`src/rtl/risc_pkg.sv`:
```
// rtl/risc_pkg.sv - shared types and defaults for the RISC operand path
package risc_pkg;

  localparam int DATA_W_DEF = 8;

  typedef enum logic [1:0] {
    IDLE = 2'd0,
    G0   = 2'd1,
    G1   = 2'd2
  } state_t;

endpackage

```
`src/rtl/MUX2.sv`:
```
// rtl/MUX2.sv - two-input operand select, ip2 when sel is high
module MUX2 #(
  parameter int DATA_W = 8
) (
  input  logic [DATA_W-1:0] ip1,
  input  logic [DATA_W-1:0] ip2,
  input  logic              sel,
  output logic [DATA_W-1:0] op
);

  assign op = sel ? ip2 : ip1;

endmodule

```
`src/rtl/mux2_arbiter.sv`:
```
// rtl/mux2_arbiter.sv - round-robin two-requester arbiter driving the MUX2 operand path
module mux2_arbiter
  import risc_pkg::*;
#(
  parameter int DATA_W   = DATA_W_DEF,
  parameter int MAX_HOLD = 4
) (
  input  logic              clk,
  input  logic              rst,
  input  logic [1:0]        req,
  input  logic [DATA_W-1:0] ip1,
  input  logic [DATA_W-1:0] ip2,
  output logic [1:0]        gnt,
  output logic              sel,
  output logic [DATA_W-1:0] op,
  output logic              op_valid
);

  localparam logic [3:0] HOLD_LIM = 4'(MAX_HOLD - 1);

  state_t            state, state_n;
  logic [3:0]        hold_cnt, hold_n;
  logic              last, last_n;
  logic [DATA_W-1:0] mux_op;

  always_ff @(posedge clk or posedge rst) begin
    if (rst) begin
      state    <= IDLE;
      hold_cnt <= 4'd0;
      last     <= 1'b1;
      op       <= '0;
      op_valid <= 1'b0;
    end else begin
      state    <= state_n;
      hold_cnt <= hold_n;
      last     <= last_n;
      op       <= mux_op;
      op_valid <= (state != IDLE);
    end
  end

  always_comb begin
    state_n = state;
    hold_n  = hold_cnt;
    last_n  = last;
    case (state)
      IDLE: begin
        case (req)
          2'b01:   state_n = G0;
          2'b10:   state_n = G1;
          2'b11:   state_n = last ? G0 : G1;
          default: state_n = IDLE;
        endcase
      end
      G0: begin
        if (!req[0])
          state_n = req[1] ? G1 : IDLE;
        else if (req[1] && hold_cnt == HOLD_LIM)
          state_n = G1;
      end
      G1: begin
        if (!req[1])
          state_n = req[0] ? G0 : IDLE;
        else if (req[0] && hold_cnt == HOLD_LIM)
          state_n = G0;
      end
      default: state_n = IDLE;
    endcase

    // Counter restarts on any grant entry and saturates while a lone requester holds on
    if (state_n == IDLE || state_n != state)
      hold_n = 4'd0;
    else if (hold_cnt != 4'hf)
      hold_n = hold_cnt + 4'd1;

    if (state_n != state && state_n == G0)
      last_n = 1'b0;
    else if (state_n != state && state_n == G1)
      last_n = 1'b1;
  end

  assign gnt = {state == G1, state == G0};
  assign sel = (state == G1);

  MUX2 #(.DATA_W(DATA_W)) u_mux2 (
    .ip1 (ip1),
    .ip2 (ip2),
    .sel (sel),
    .op  (mux_op)
  );

endmodule

```
`config.mk`:
```
export PLATFORM = sky130hd
export DESIGN_NAME = mux2_arbiter
export DESIGN_NICKNAME = d
export VERILOG_FILES = /design/src/rtl/risc_pkg.sv /design/src/rtl/MUX2.sv /design/src/rtl/mux2_arbiter.sv
export SDC_FILE = /design/constraint.sdc
export NUM_CORES = 1
export LEC_CHECK = 0
export CAP_MARGIN = 20
export CORE_MARGIN = 1
export CORE_UTILIZATION = 60
export DETAILED_ROUTE_END_ITERATION = 8
export DONT_BUFFER_PORTS = 1
export PLACE_DENSITY = 0.76
export SLEW_MARGIN = 5
export SYNTH_ARGS = -nofsm -noshare
export SYNTH_HDL_FRONTEND = slang
export SYNTH_SLANG_ARGS = --single-unit
export TNS_END_PERCENT = 50
```
`constraint.sdc`:
```
create_clock -name clk -period 2.3 [get_ports clk]
set_input_delay 0.23 -clock clk [delete_from_list [all_inputs] [get_ports clk]]
set_output_delay 0.23 -clock clk [all_outputs]
set_load 0.01 [all_outputs]
```
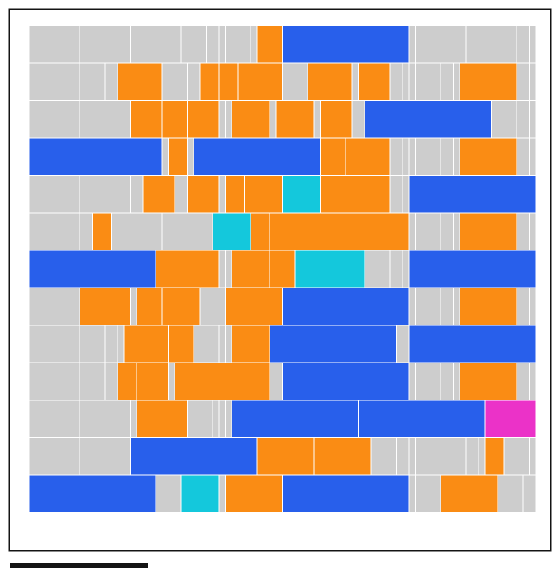
**Above:** run 1 (cell classes on the final placement).
Scale bar: 10 um. Fill, decap, tap and diode cells in grey.
[flops] blue | cells: 16 | share of their area: 47%
[combinational and other logic] orange | cells: 48 | share of their area: 47%
[clock drivers and dummy loads] cyan | cells: 4 | share of their area: 4.3%
[other buffers and delay cells] magenta | cells: 1 | share of their area: 1.2%
post-route cell area: 865 um2
Seq area share: 46.5%

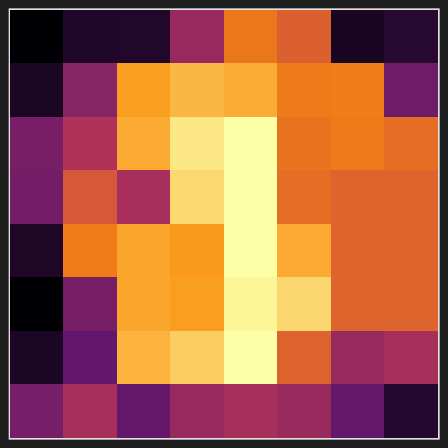
**Above:** run 1 (placement density heat map).
The die is cut into 8 by 8 equal tiles; black is low, pale yellow is high, 0 to 100% covered.
emptiest ninth of the die: top left
fullest tile: 100%
tiles over 75% full: 30%
post-layout util: 66.4%
core area: 1300 um2

==> GITHUB_STEP_SUMMARY, run 1 <==
## Synthesis and layout report

| Metric | Value |
|---|---|
| Die Y | `39.2 um` |
| Adder share | `1.51%` |
| Seq share, synth | `48.3%` |
| Sequential Power Share | `55.3%` |
| Crit Path Max Fanout | `11` |
| Clock root cell | `clkbuf_4` |
| Combinational Power Share | `17.2%` |
| CTS buffer count | `3` |
| Total Nets Final | `91` |
| Post-synth regs | `16` |
| Top reg by flops | `op` |
| Post-synth area hogs | `dfrtp_1 (45%), mux2_1 (5.4%), mux2_2 (5.4%)` |
| Cells after synthesis | `68` |
| Setup_tns | `0 ps` |
| N_taps | `15` |
| HP Start | `req[1]` |
| Post-CTS Setup Bufs | `0` |
| Buf+Inv Stages, Crit Path | `0` |
| Post-CTS Hold Buffers | `1` |
| Internal | `0.480 mW` |
| Clk Latency, worst-skew pair | `280 ps` |
| Fmax | `681 MHz` |
| Synth cell types | `32` |
| Final HPWL DP | `1050 um` |
| Global-route wire length before repair | `1930 um` |
| Status | `finished, final reports clean` |
| Capture point of the worst reg-to-reg path | `op[4]` |
| Final hold vios | `0` |
| Area share of and/or/nand/nor cells after synthesis | `22.0%` |
| Starting DRT DRC Count | `17` |
| Post-route antenna net violation count | `0` |
| CTS resizes | `0` |
| RSZ-0062 raised after global routing | `no` |
| Pwr/cell area | `776 nW/um2` |
| Yosys xor share | `1.05%` |
| Worst rel slew slack | `61.1%` |
| Drt pass-1 iters | `4` |
| Antenna violations before repair | `0` |
| Final Max Slew Viols | `0` |
| Leading registers by flop count | `op x8, hold_cnt x4, state x2` |
| Clock tree buffer depth | `2` |
| CP Launch Point | `state[1]` |
| Non-clk buf share | `1.16%` |
| # fillers | `106` |
| Top cell type by total area after synthesis | `dfrtp_1` |
| OpenROAD warning count | `26` |
| Top-count cell post-synth | `dfrtp_1` |
| Crit path DRT | `2070 ps` |
| Worst R2R Start | `state[1]` |
| Commonest Layout Cell | `dfrtp_1` |
| Worst path cell trace | `nor2b_4` |
| Routing usage on met1 | `22.0%` |
| Ys Warns | `0` |
| Worst vdd ir | `0.466 mV` |
| Period utilisation layout | `63.9%` |
| Slowest cell on crit path | `dfrtp_1` |
| R2R Setup Slk | `840 ps` |
| Minimum clock period | `1470 ps` |
| Top Metal Used | `met3` |
| Static Leak | `0.351 nW` |
| Global Route met3 Usage | `5.20%` |
| Number of standard cells reported by yosys | `68` |
| Total gr overflow | `0` |
| Fraction of layout cells with a size suffix above 1 | `20.3%` |
| Final hold slack | `15.1 ps` |
| Comb group | `0.116 mW` |
| GP Congestion | `0.694` |
| Worst path depth | `1` |
| Routed length on met3 | `83 um` |
| FF+latch area | `402 um2` |
| Via count | `524` |
| Top Consumer | `sequential cells` |
| Worst slack at placement | `860 ps` |
| Seq cells | `16` |
| Clock group share of total power | `27.4%` |
| Syn Std Cell Area | `831 um2` |
| ANT cells | `0` |
| Mux frac, synth | `12.0%` |
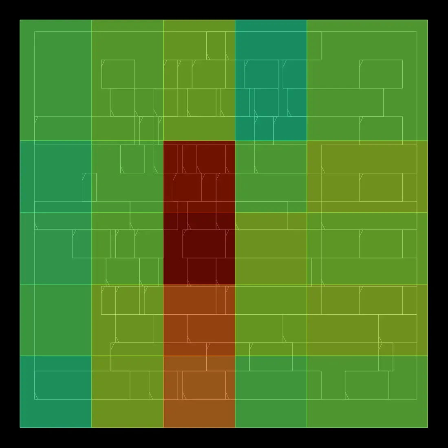
**Above:** run 1 (track usage over the die).
total track usage: 19.7%
drt wl/cell: 16.3 um
met2 Usage GRT: 33.8%

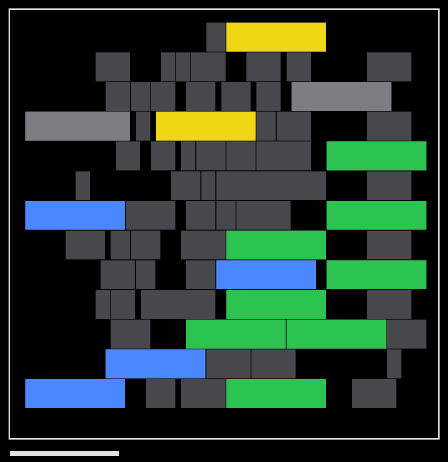
**Above:** run 1 (where the registers sit).
Scale bar: 10 um. Other sequential cells in the stronger grey, the rest of the logic in the fainter grey.
[hold_cnt] blue | flops: 4
[op] green | flops: 8
[state] yellow | flops: 2

--- run 2 (diff from run 1) ---
CORE_UTILIZATION = 59   (was 60)
PLACE_DENSITY = 0.75   (was 0.76)
clock period = 1.4 ns   (was 2.3 ns; I/O delays follow)
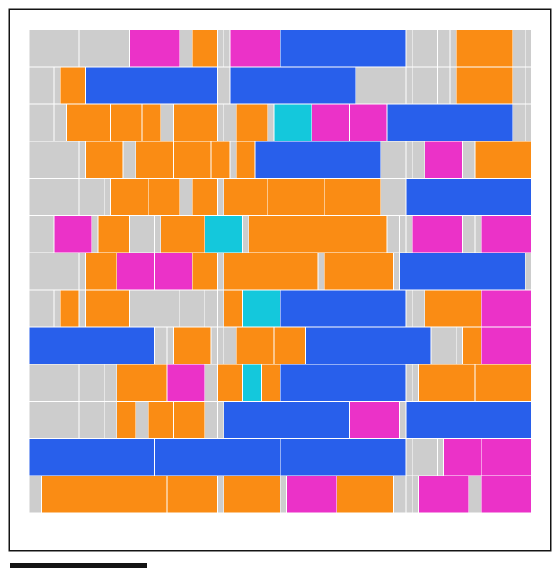
**Above:** run 2 (cell classes on the final placement).
Scale bar: 10 um. Fill, decap, tap and diode cells in grey.
post-route cell area: 1030 um2
row count: 13
post-layout util: 78.9%
Seq area share: 39.1%

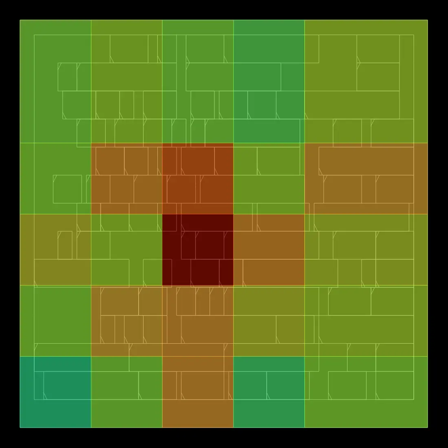
**Above:** run 2 (track usage over the die).
drt wl/cell: 17.4 um
routing usage on met1: 30.9%

==> run 2 against run 1 <==
Flip-flop count unchanged. Die size up 1.6%. Via count up 17%. Synthesized area unchanged. Cell count up 21%. Combinational power rose to 2.5 times the previous value. Total power up 70%. Sequential share of layout area down 7.4 points. Clock power up 38%. Synthesized cell count unchanged. Core utilization up 13 points. Critical path type is now reg -> reg. Largest power group unchanged.
==> GITHUB_STEP_SUMMARY, run 2 <==
## Synthesis and layout report

| Metric | Value |
|---|---|
| Status | `finished, final reports clean` |
| HP Start | `req[0]` |
| Worst path depth | `4` |
| Leading registers by flop count | `op x8, hold_cnt x4, state x2` |
| CTS resizes | `1` |
| Cells after synthesis | `68` |
| Worst R2R Start | `hold_cnt[0]` |
| Internal | `0.804 mW` |
| Switching Share | `29.5%` |
| Yosys stat area | `831 um2` |
| Non-clock buffers | `19` |
| Clk slew on worst S/H paths | `100 ps` |
| Starting DRT DRC Count | `10` |
| Clock tree buffer depth | `2` |
| ANT cells | `0` |
| Dominant cell area share | `45.2%` |
| Top Consumer | `sequential cells` |
| R2R cell count | `4` |
| Post-route antenna net violation count | `0` |
| Top class by area | `logic gates` |
| Setup_tns | `0 ps` |
| Routed length on met3 | `112 um` |
| Final hold slack | `9.21 ps` |
| Number of standard cells reported by yosys | `68` |
| I/O Pins | `32` |
| # fillers | `83` |
| Comb group | `0.292 mW` |
| Syn Std Cell Area | `831 um2` |
| Sequential Power Share | `52.2%` |
| # placed instances | `85` |
| Top cells excl fill/tap | `dfrtp_1 (15), dlygate4sd3_1 (11), buf_4 (8)` |
| Clock Skew | `6.53 ps` |
| Crit path DRT | `1590 ps` |
| Area share of and/or/nand/nor cells after synthesis | `22.0%` |
| Top cell type by total area after synthesis | `dfrtp_1` |
| Non-Filler Instances | `102` |
| Pwr/cell area | `1110 nW/um2` |
| Total Nets Final | `109` |
| Delay-heaviest family, CP | `simple AND/OR/NAND/NOR gates` |
| Measured slew at the worst slew-check pin | `592 ps` |
| Adder share | `1.51%` |
| Yosys xor share | `1.05%` |
| #MultiIn Comb | `46` |
| Capture point of the worst reg-to-reg path | `state[1]` |
| Area delta synth->final | `23.6%` |
| Mux frac, synth | `12.0%` |
| DRC | `0` |
| Post-CTS Hold Buffers | `11` |
| Ys Warns | `0` |
| Die X | `39.5 um` |
| EDFF count, synth | `0` |
| Post-synth area hogs | `dfrtp_1 (45%), mux2_1 (5.4%), mux2_2 (5.4%)` |
| Post-CTS Setup Bufs | `0` |
| Max reg flops | `8` |
| Period utilisation layout | `96.8%` |
| Met2 Usage GRT | `42.6%` |
| Clock-cell share | `2.56%` |
| RSZ-0062 raised after global routing | `yes` |
| Class of the worst hold path | `in -> reg` |
| CP Launch Point | `hold_cnt[0]` |
| Clock group share of total power | `22.2%` |
| Post-synth regs | `16` |
| Crit path capture type | `register` |
| Switching power | `0.337 mW` |
| Top-count cell post-synth | `dfrtp_1` |
| Clk pwr | `0.253 mW` |
| GP Congestion | `0.714` |
| Top reg by flops | `op` |
| Crit start category | `register` |
| Buf+Inv Stages, Crit Path | `0` |
| Met2 WL post-DR | `916 um` |
| Slowest cell on crit path | `dfrtp_1` |
| Crit Path Max Fanout | `7` |
| Synth cell types | `32` |
| Vias per Instance | `6.03` |
| Main flop type | `dfrtp_1` |
| Total gr overflow | `0` |
| Worst path cell trace | `ha_4, nor3b_4, nand3_1, a31oi_1` |
| Drt pass-1 iters | `4` |
| Worst rel slew slack | `60.5%` |
| Via count | `615` |
| Top non-seq family | `simple AND/OR/NAND/NOR gates` |
| Final HPWL DP | `1120 um` |
| Logic share of the area | `39.2%` |
| Non-CTS inverters | `2` |
| Clk Latency, worst-skew pair | `280 ps` |
| Seq cells | `16` |
| N_taps | `15` |
| Mapped Nets | `89` |
| Global Route met3 Usage | `4.55%` |
| Worst vdd ir | `0.735 mV` |
| Critical path arrival | `1550 ps` |
| Mean post-synth cell area | `12.2 um2` |
| Final Max Slew Viols | `0` |
| Minimum clock period | `1360 ps` |
| Total track usage | `24.8%` |
| Antenna violations before repair | `0` |
| Hold EP | `state[0]` |
| FF+latch area | `402 um2` |
| Aoi share | `10.4%` |
| Commonest Layout Cell | `dfrtp_1` |
| Fraction of layout cells with a size suffix above 1 | `25.3%` |
| Combinational Power Share | `25.6%` |
| DRT Wirelength | `1780 um` |
| CTS buffer count | `3` |
| CTS H-Tree Depth | `1` |
| Post-Place Cell Area | `863 um2` |
| Global-route wire length before repair | `2490 um` |
| Grt peak-use layer | `met2` |
| Max-cap violation count | `0` |
| Logic area | `403 um2` |
| OpenROAD warning count | `27` |
| Total clock sinks | `16` |
| CP peak stage delay | `410 ps` |
| WL met1 | `729 um` |
| FP Util | `63.8%` |
| Worst slack at placement | `-3.80 ps` |
| Most frequent cells after synthesis | `dfrtp_1 (15), mux2_1 (4), mux2_2 (4)` |
| Fmax | `738 MHz` |
| R2R Setup Slk | `40 ps` |
| Static Leak | `0.426 nW` |
| Sequential power | `0.595 mW` |
| Final setup violation count | `0` |
| Core area | `1300 um2` |
| Non-clk buf share | `16.6%` |
| Largest net degree at the start of global routing | `17` |
| Final hold vios | `0` |
| Post-synth ARST share | `100%` |
| Clock Buffer Count | `4` |
| Top Metal Used | `met4` |
| Die area | `1560 um2` |
| Clock root cell | `clkbuf_4` |
| Seq share, synth | `48.3%` |
| Die Y | `39.5 um` |
--- run 3 (diff from run 2) ---
CTS_CLUSTER_DIAMETER = 200   (was default)
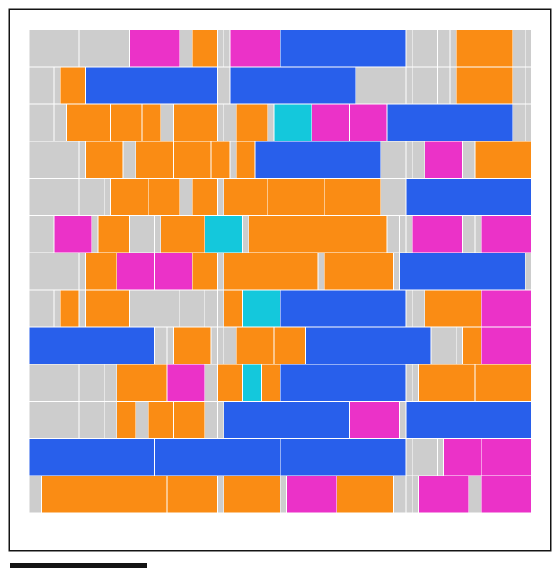
**Above:** run 3 (cell classes on the final placement).
Scale bar: 10 um. Fill, decap, tap and diode cells in grey.

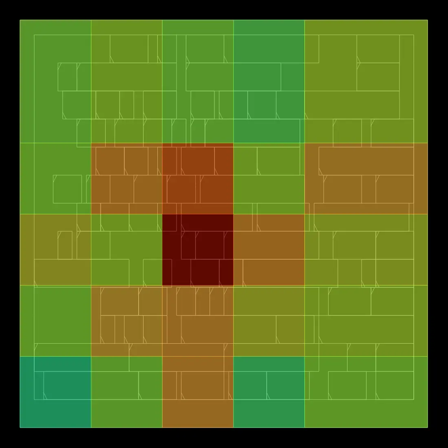
**Above:** run 3 (track usage over the die).
met2 Usage GRT: 42.6%
Global Route met3 Usage: 4.55%

==> run 3 against run 2 <==
Via count is the same. Die size is the same. Maximum frequency is the same. Register-to-register slack is essentially flat. Synthesized area is the same. Combinational power is essentially flat. Wire length is the same. Design area is the same. Global-route usage is the same. Setup slack is the same. Clock skew is the same. Largest cell class unchanged. Largest power group unchanged.
==> GITHUB_STEP_SUMMARY, run 3 <==
## Synthesis and layout report

| Metric | Value |
|---|---|
| Final hold slack | `9.21 ps` |
| EDFF count, synth | `0` |
| CTS resizes | `1` |
| FF+latch area | `402 um2` |
| # placed instances | `85` |
| CTS buffer count | `3` |
| Final HPWL DP | `1120 um` |
| Top class by area | `logic gates` |
| Post-CTS Setup Bufs | `0` |
| Fmax | `738 MHz` |
| DRC | `0` |
| Crit Path Max Fanout | `7` |
| Combinational Power Share | `25.6%` |
| Total track usage | `24.8%` |
| Minimum clock period | `1360 ps` |
| Static Leak | `0.426 nW` |
| CP peak stage delay | `410 ps` |
| Ys Warns | `0` |
| Clk slew on worst S/H paths | `100 ps` |
| R2R cell count | `4` |
| Yosys xor share | `1.05%` |
| Top cells excl fill/tap | `dfrtp_1 (15), dlygate4sd3_1 (11), buf_4 (8)` |
| Total clock sinks | `16` |
| Yosys stat area | `831 um2` |
| Area share of and/or/nand/nor cells after synthesis | `22.0%` |
| Area delta synth->final | `23.6%` |
| Sequential power | `0.595 mW` |
| Worst rel slew slack | `60.5%` |
| Crit path capture type | `register` |
| I/O Pins | `32` |
| Non-clock buffers | `19` |
| Post-layout util | `78.9%` |
| Routing usage on met1 | `30.9%` |
| Logic share of the area | `39.2%` |
| Main flop type | `dfrtp_1` |
| Top non-seq family | `simple AND/OR/NAND/NOR gates` |
| Post-route cell area | `1030 um2` |
| Class of the worst hold path | `in -> reg` |
| Logic area | `403 um2` |
| Routed length on met3 | `112 um` |
| Mapped Nets | `89` |
| Fraction of layout cells with a size suffix above 1 | `25.3%` |
| Post-synth ARST share | `100%` |
| Seq share, synth | `48.3%` |
| Die area | `1560 um2` |
| Measured slew at the worst slew-check pin | `592 ps` |
| Core area | `1300 um2` |
| Crit start category | `register` |
| Via count | `615` |
| Grt peak-use layer | `met2` |
| Dominant cell area share | `45.2%` |
| Top-count cell post-synth | `dfrtp_1` |
| Seq area share | `39.1%` |
| Status | `finished, final reports clean` |
| Clk pwr | `0.253 mW` |
| Antenna violations before repair | `0` |
| Clock tree buffer depth | `2` |
| Drt pass-1 iters | `4` |
| Aoi share | `10.4%` |
| Top Metal Used | `met4` |
| Hold EP | `state[0]` |
| Leading registers by flop count | `op x8, hold_cnt x4, state x2` |
| Sequential Power Share | `52.2%` |
| Setup_tns | `0 ps` |
| Top Consumer | `sequential cells` |
| Row count | `13` |
| Post-route antenna net violation count | `0` |
| Delay-heaviest family, CP | `simple AND/OR/NAND/NOR gates` |
| Buf+Inv Stages, Crit Path | `0` |
| Syn Std Cell Area | `831 um2` |
Power is estimated from default activity; no workload was simulated.
